==> config.mk <==
export PLATFORM = sky130hd
export DESIGN_NAME = sar_logic
export DESIGN_NICKNAME = d
export VERILOG_FILES = /design/src/rtl/sar_pkg.sv /design/src/rtl/sar_settle_timer.sv /design/src/rtl/sar_logic.sv
export SDC_FILE = /design/constraint.sdc
export NUM_CORES = 1
export LEC_CHECK = 0
export CORE_ASPECT_RATIO = 0.7
export CORE_MARGIN = 3
export CORE_UTILIZATION = 52
export CTS_BUF_LIST = sky130_fd_sc_hd__clkbuf_16
export CTS_CLUSTER_DIAMETER = 80
export DETAILED_ROUTE_END_ITERATION = 10
export HOLD_SLACK_MARGIN = 0.03
export PLACE_DENSITY_LB_ADDON = 0.15
export SLEW_MARGIN = 10
export SYNTH_ARGS = -nofsm -noshare
export SYNTH_HDL_FRONTEND = slang
export SYNTH_SLANG_ARGS = --single-unit
==> constraint.sdc <==
create_clock -name clk -period 2.05 [get_ports clk]
set_input_delay 0.205 -clock clk [delete_from_list [all_inputs] [get_ports clk]]
set_output_delay 0.205 -clock clk [all_outputs]
set_load 0.01 [all_outputs]
Fig. 1: run 1, wiring by layer
Two of the layers only.
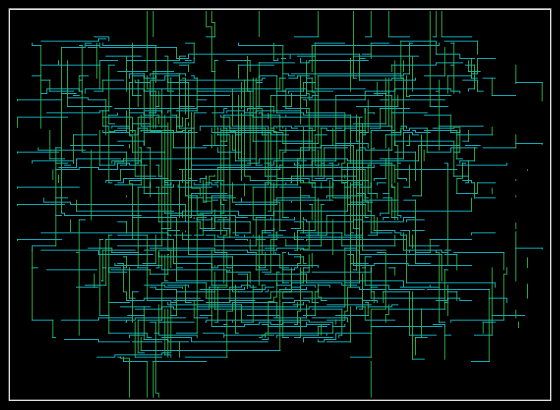
| colour | layer | wire length |
|---|---|---|
| green | M2 | 2200 um |
| cyan | M1 | 2910 um |
total via count in the routed design: 1971
Total GRT Usage: 0.234
average routed wire per standard cell: 16.5 um

Fig. 2: run 1, clock routing
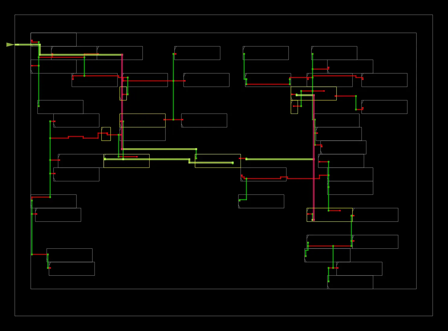
TritonCTS sink count: 39
skew final: 0.00258 ns
number of CTS-inserted buffers: 5
latest clock arrival within the worst-skew pair: 0.28 ns

Fig. 3: run 1, pin map
Pins as bars across the die edge, other pins in grey.
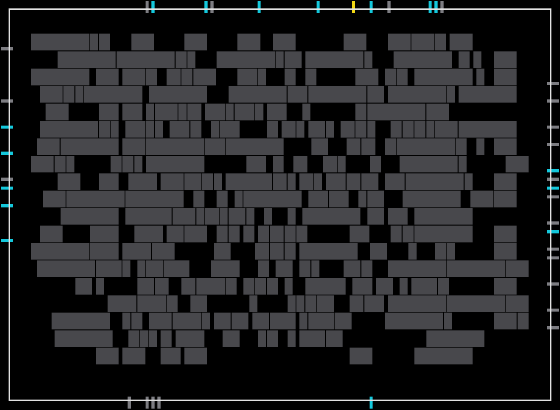
| colour | port | pins | direction | edge |
|---|---|---|---|---|
| yellow | cmp_i | 1 | input | top |
| cyan | dac_code | 16 | output | 7 top, 5 left, 3 right, 1 bottom |
all pins by edge: 15 right, 12 top, 8 left, 5 bottom
vertical die dimension: 60.8 um
Die W: 84.2 um
count of buffers from port buffering: 39

==> results.txt, run 1 <==
run status - finished clean
initial antenna violation count - 0
proportion of cell area spent on the clock network - 0.0481
number of flip-flops and latches - 39
number of antenna-violating nets in the routed design - 0
Logic cell area - 1140 sq um
area growth from synthesis to layout - 28.5%
number of endpoints failing setup at the final stage - 0
library cell occupying the most area in the post-synthesis netlist - sky130_fd_sc_hd__dfrtp_1
Internal Pwr Total - 0.00150 W
worst endpoint data arrival time - 1.75 ns
overflow left after global routing - 0
largest family of logic cells by area - AND-OR/OR-AND gates
combinational fraction of the cell area - 0.399
number of enable-type register cells in the synthesized netlist - 0
Post-Synthesis Mean Instance Area - 9.32 sq um
compound-gate portion of the synthesized area - 0.266
count of multi-input combinational gates - 177
fill count - 292
H-tree Lvls - 2
data required time at the worst endpoint - 1.85 ns
area figure in the yosys stat output - 2230 sq um
met1 GRT Util - 0.364
count of different cell masters after synthesis - 49
share of cell area taken by flip-flops and latches - 0.341
max frequency - 0.512 GHz
Tot Pwr - 0.00220 W
OpenROAD warning count - 33
met2 global-route usage - 0.324
worst slew pin tran - 0.828 ns
Reg2Reg Depth - 7
Cell Area, Placed - 2730 sq um
setup slack after layout - 0.0960 ns
top routing layer used - met4
Area-dominant class - logic gates
number of remaining DRC errors - 0
row count - 19
CTS clk-pin slew, worst paths - 0.05 ns
heaviest power group - registers
number of iterations in the first detailed-routing pass - 4
most common library cells after synthesis - sky130_fd_sc_hd__dfrtp_1, sky130_fd_sc_hd__nand2_1, sky130_fd_sc_hd__o21ai_0, sky130_fd_sc_hd__nor2_1, sky130_fd_sc_hd__o21ai_1
met3 GRT Util - 0.0502
power in the clock group - 0.000711 W
diode insertion count for antenna repair - 0
Placed Cells incl. Taps - 330
part of the total power dissipated in sequential elements - 0.381
highest ir drop seen on vdd - 0.543 mV
leakage power figure - 1.22 nW
adder-cell share of the synthesized area - 0.0505
wire length of the first global-routing pass - 9.35 mm
Tightest Hold Check Type - in2async
Final Critical Period - 1.95 ns
clock tree from TritonCTS - built
detail-routed via count per cell - 5.83
critical path peak fanout - 6
Critical Path Source Type - flip-flop
flip-flop and latch count after synthesis - 39
combined flip-flop and latch cell area - 976 sq um
Critical-path top delay cell - sky130_fd_sc_hd__clkdlybuf4s50_1
DP Worst Slack - 0.153 ns
headroom to the max-slew limit - 0.448
seq pwr - 0.000837 W
net count of the finished layout - 299
inverters - 11
ratio of cells with drive above 1 in the final layout - 0.126
==> run 1: cells in the final DEF, fill, tap and decap left out, drive strengths merged, types with 2 or more instances in the layout <==
master | synthesis | layout
a21boi | 3 | 3
nor3 | 5 | 5
o22a | 2 | 2
a22o | 2 | 2
o21a | 2 | 2
buf | 11 | 13
inv | 11 | 13
mux2 | 3 | 3
nand3 | 2 | 2
and4bb | 2 | 2
o21ai | 47 | 47
o31ai | 3 | 3
o211ai | 2 | 2
nand4 | 2 | 2
nand2 | 30 | 30
ha | 9 | 9
or2b | 2 | 2
a22oi | 3 | 3
nor2 | 17 | 17
clkbuf | 1 | 5
dfrtp | 39 | 39
o2bb2ai | 5 | 5
xnor2 | 2 | 2
a32o | 7 | 7
a21oi | 6 | 6
nand2b | 9 | 9
clkdlybuf4s50 | 0 | 38
Fig. 4: run 1, gate families picked out
Scale bar: 20 um.
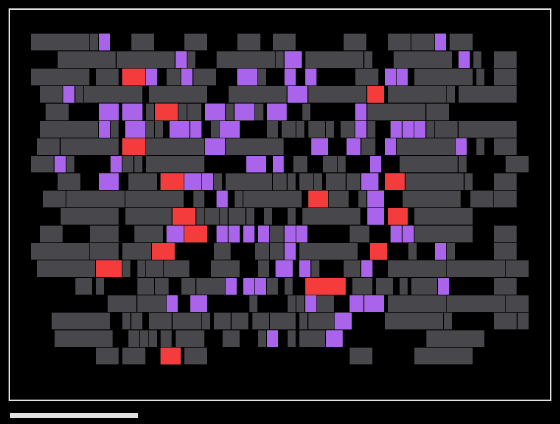

## Run 2: what changed since run 1
GPL_TIMING_DRIVEN = 0   (was unset)
Fig. 5: run 2, gate families picked out
Scale bar: 20 um.
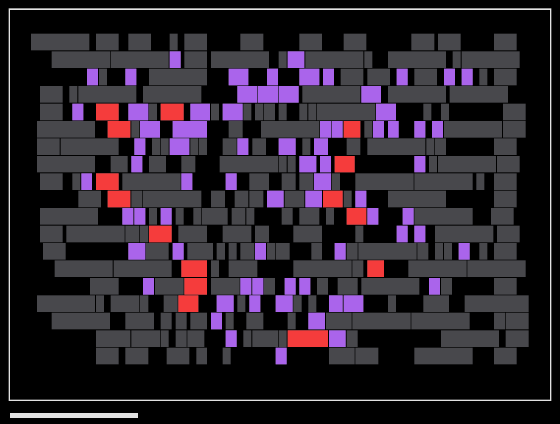
| colour | family | cells | most used |
|---|---|---|---|
| purple | aoi and oai cells | 72 | o21ai_0 |
| red | non-inverting ao/oa cells | 15 | a32o_1 |
non-filler cells, final: 339
top logic cell by instance count in the layout: sky130_fd_sc_hd__dfrtp_1

==> run 2 against run 1 <==
- non-clock buffer count rose by 2
- worst setup slack better by 0.010 ns
- sequential power rose by 1%
- clock skew rose by 0.0021 ns
- critical endpoint is now dac_code[6]
- largest cell class unchanged
- highest routed layer unchanged
==> results.txt, run 2 <==
run status - finished clean
Placed Cells incl. Taps - 331 (+0.30%)
number of setup buffers added after CTS - 0
wire length of the first global-routing pass - 9.30 mm (-0.51%)
latest clock arrival within the worst-skew pair - 0.28 ns (about the same)
Tot Pwr - 0.00219 W (-0.49%)
worst slew pin tran - 0.492 ns (-0.336 ns)
diode insertion count for antenna repair - 0 (unchanged)
highest-count cells in the layout ignoring fill and taps - sky130_fd_sc_hd__dfrtp_1, sky130_fd_sc_hd__clkdlybuf4s50_1, sky130_fd_sc_hd__nand2_1
Yosys top cell by instances - sky130_fd_sc_hd__dfrtp_1
highest ir drop seen on vdd - 0.434 mV (-20%)
critical path peak fanout - 10 (+4)
estimated wirelength of the detail-placed design - 4.35 mm
TritonCTS sink count - 39 (unchanged)
fraction of the core area covered by cells at the end of the flow - 0.712
number of CTS-inserted buffers - 5 (unchanged)
Post-Synthesis Mean Instance Area - 9.32 sq um (unchanged)
most frequently used flop master after synthesis - sky130_fd_sc_hd__dfrtp_1
area figure in the yosys stat output - 2230 sq um (unchanged)
Power per Cell Area - 765 nW/um^2
count of different cell masters after synthesis - 49 (unchanged)
CTS clk-pin slew, worst paths - 0.05 ns (about the same)
overflow left after global routing - 0 (unchanged)
maximum number of pins on one net before global-route repair - 22
largest family of logic cells by area - AND-OR/OR-AND gates
DP Worst Slack - 0.172 ns (+0.0182 ns)
row count - 19 (unchanged)
Total GRT Usage - 0.235 (+0.00134)
initial antenna violation count - 0 (unchanged)
number of antenna-violating nets in the routed design - 0 (unchanged)
synthesized instance count - 239
Reg2Reg Depth - 6 (-1)
detail-routed via count per cell - 5.83 (about the same)
Die W - 84.2 um (unchanged)
adder-cell share of the synthesized area - 0.0505 (unchanged)
count of buffers from port buffering - 39 (unchanged)
most common library cells after synthesis - sky130_fd_sc_hd__dfrtp_1, sky130_fd_sc_hd__nand2_1, sky130_fd_sc_hd__o21ai_0, sky130_fd_sc_hd__nor2_1, sky130_fd_sc_hd__o21ai_1
Critical Path Source Type - flip-flop
number of remaining DRC errors - 0 (unchanged)
area growth from synthesis to layout - 28.4% (about the same)
max frequency - 0.515 GHz (+0.54%)
total wire length after detailed routing - 5.77 mm
headroom to the max-slew limit - 0.672 (+0.224)
number of enable-type register cells in the synthesized netlist - 0 (unchanged)
Floorplan Utilization - 0.555
Final Critical Period - 1.94 ns (-0.0104 ns)
largest delay contributor family on the critical path - AND-OR/OR-AND gates
worst endpoint data arrival time - 2.15 ns (+0.40 ns)
skew final - 0.00465 ns (+0.00207 ns)
number of iterations in the first detailed-routing pass - 5 (+1)
ratio of cells with drive above 1 in the final layout - 0.132 (+0.00653)
OpenROAD warning count - 33 (unchanged)
average routed wire per standard cell - 17.0 um (+3.1%)
total via count in the routed design - 1978 (+0.36%)
setup slack after layout - 0.106 ns (+0.0104 ns)
number of endpoints failing setup at the final stage - 0 (unchanged)
compound-gate portion of the synthesized area - 0.266 (unchanged)
H-tree Lvls - 2 (unchanged)
leakage power figure - 1.20 nW (-1.3%)
Worst Hold Slack - 0.424 ns
data required time at the worst endpoint - 2.26 ns (+0.41 ns)
Tightest Hold Check Type - in2async
library cell occupying the most area in the post-synthesis netlist - sky130_fd_sc_hd__dfrtp_1
die area - 5120 sq um
Cell Area, Placed - 2710 sq um (-0.73%)
clock tree from TritonCTS - built
flip-flop and latch count after synthesis - 39 (unchanged)
Critical-path top delay cell - sky130_fd_sc_hd__dfrtp_1
vertical die dimension - 60.8 um (unchanged)
net count of the finished layout - 301 (+0.67%)
Fig. 6: run 2, register map, names as in the netlist
Scale bar: 20 um. Other sequential cells in the stronger grey, the rest of the logic in the fainter grey.
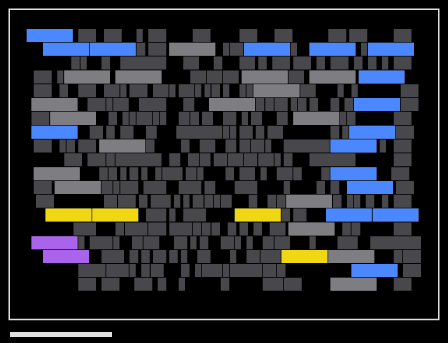
| colour | signal | flops |
|---|---|---|
| blue | result | 16 |
| yellow | bit_idx | 4 |
| purple | state | 2 |
not coloured: 17
combined flip-flop and latch cell area: 976 sq um
seq pwr: 0.000849 W
share of cell area taken by flip-flops and latches: 0.341

## run 2: cell counts after synthesis
Identical to the previous run, type by type.
## run 2: metal layers
layer,track usage,vias up,share of wire
met1,0.366,939,0.51
li1,-,951,-
met5,0,-,0
met3,0.0475,4,0.079
met4,0.0413,0,0.0047
met2,0.342,84,0.41
## run 2: where the power goes
group	internal [W]	leakage, nW	total (W)	switching (W)
Clock	0.000436	0.0671	0.000712	0.000275
Combinational	0.000245	0.596	0.000629	0.000383
Sequential	0.000806	0.538	0.000849	0.0000427
## run 2: layout make-up
class                           count  area (sq um)
Clock inverter                      2          8.76
Inverter                           11          41.3
Buffer                             12          70.1
Clock buffer                        5           125
Tap cell                           52          65.1
Multi-Input combinational cell    177          1150
Sequential cell                    39           976
Timing Repair Buffer               41           423
Fill cell                         336          1160
Power is estimated from default activity; no workload was simulated.
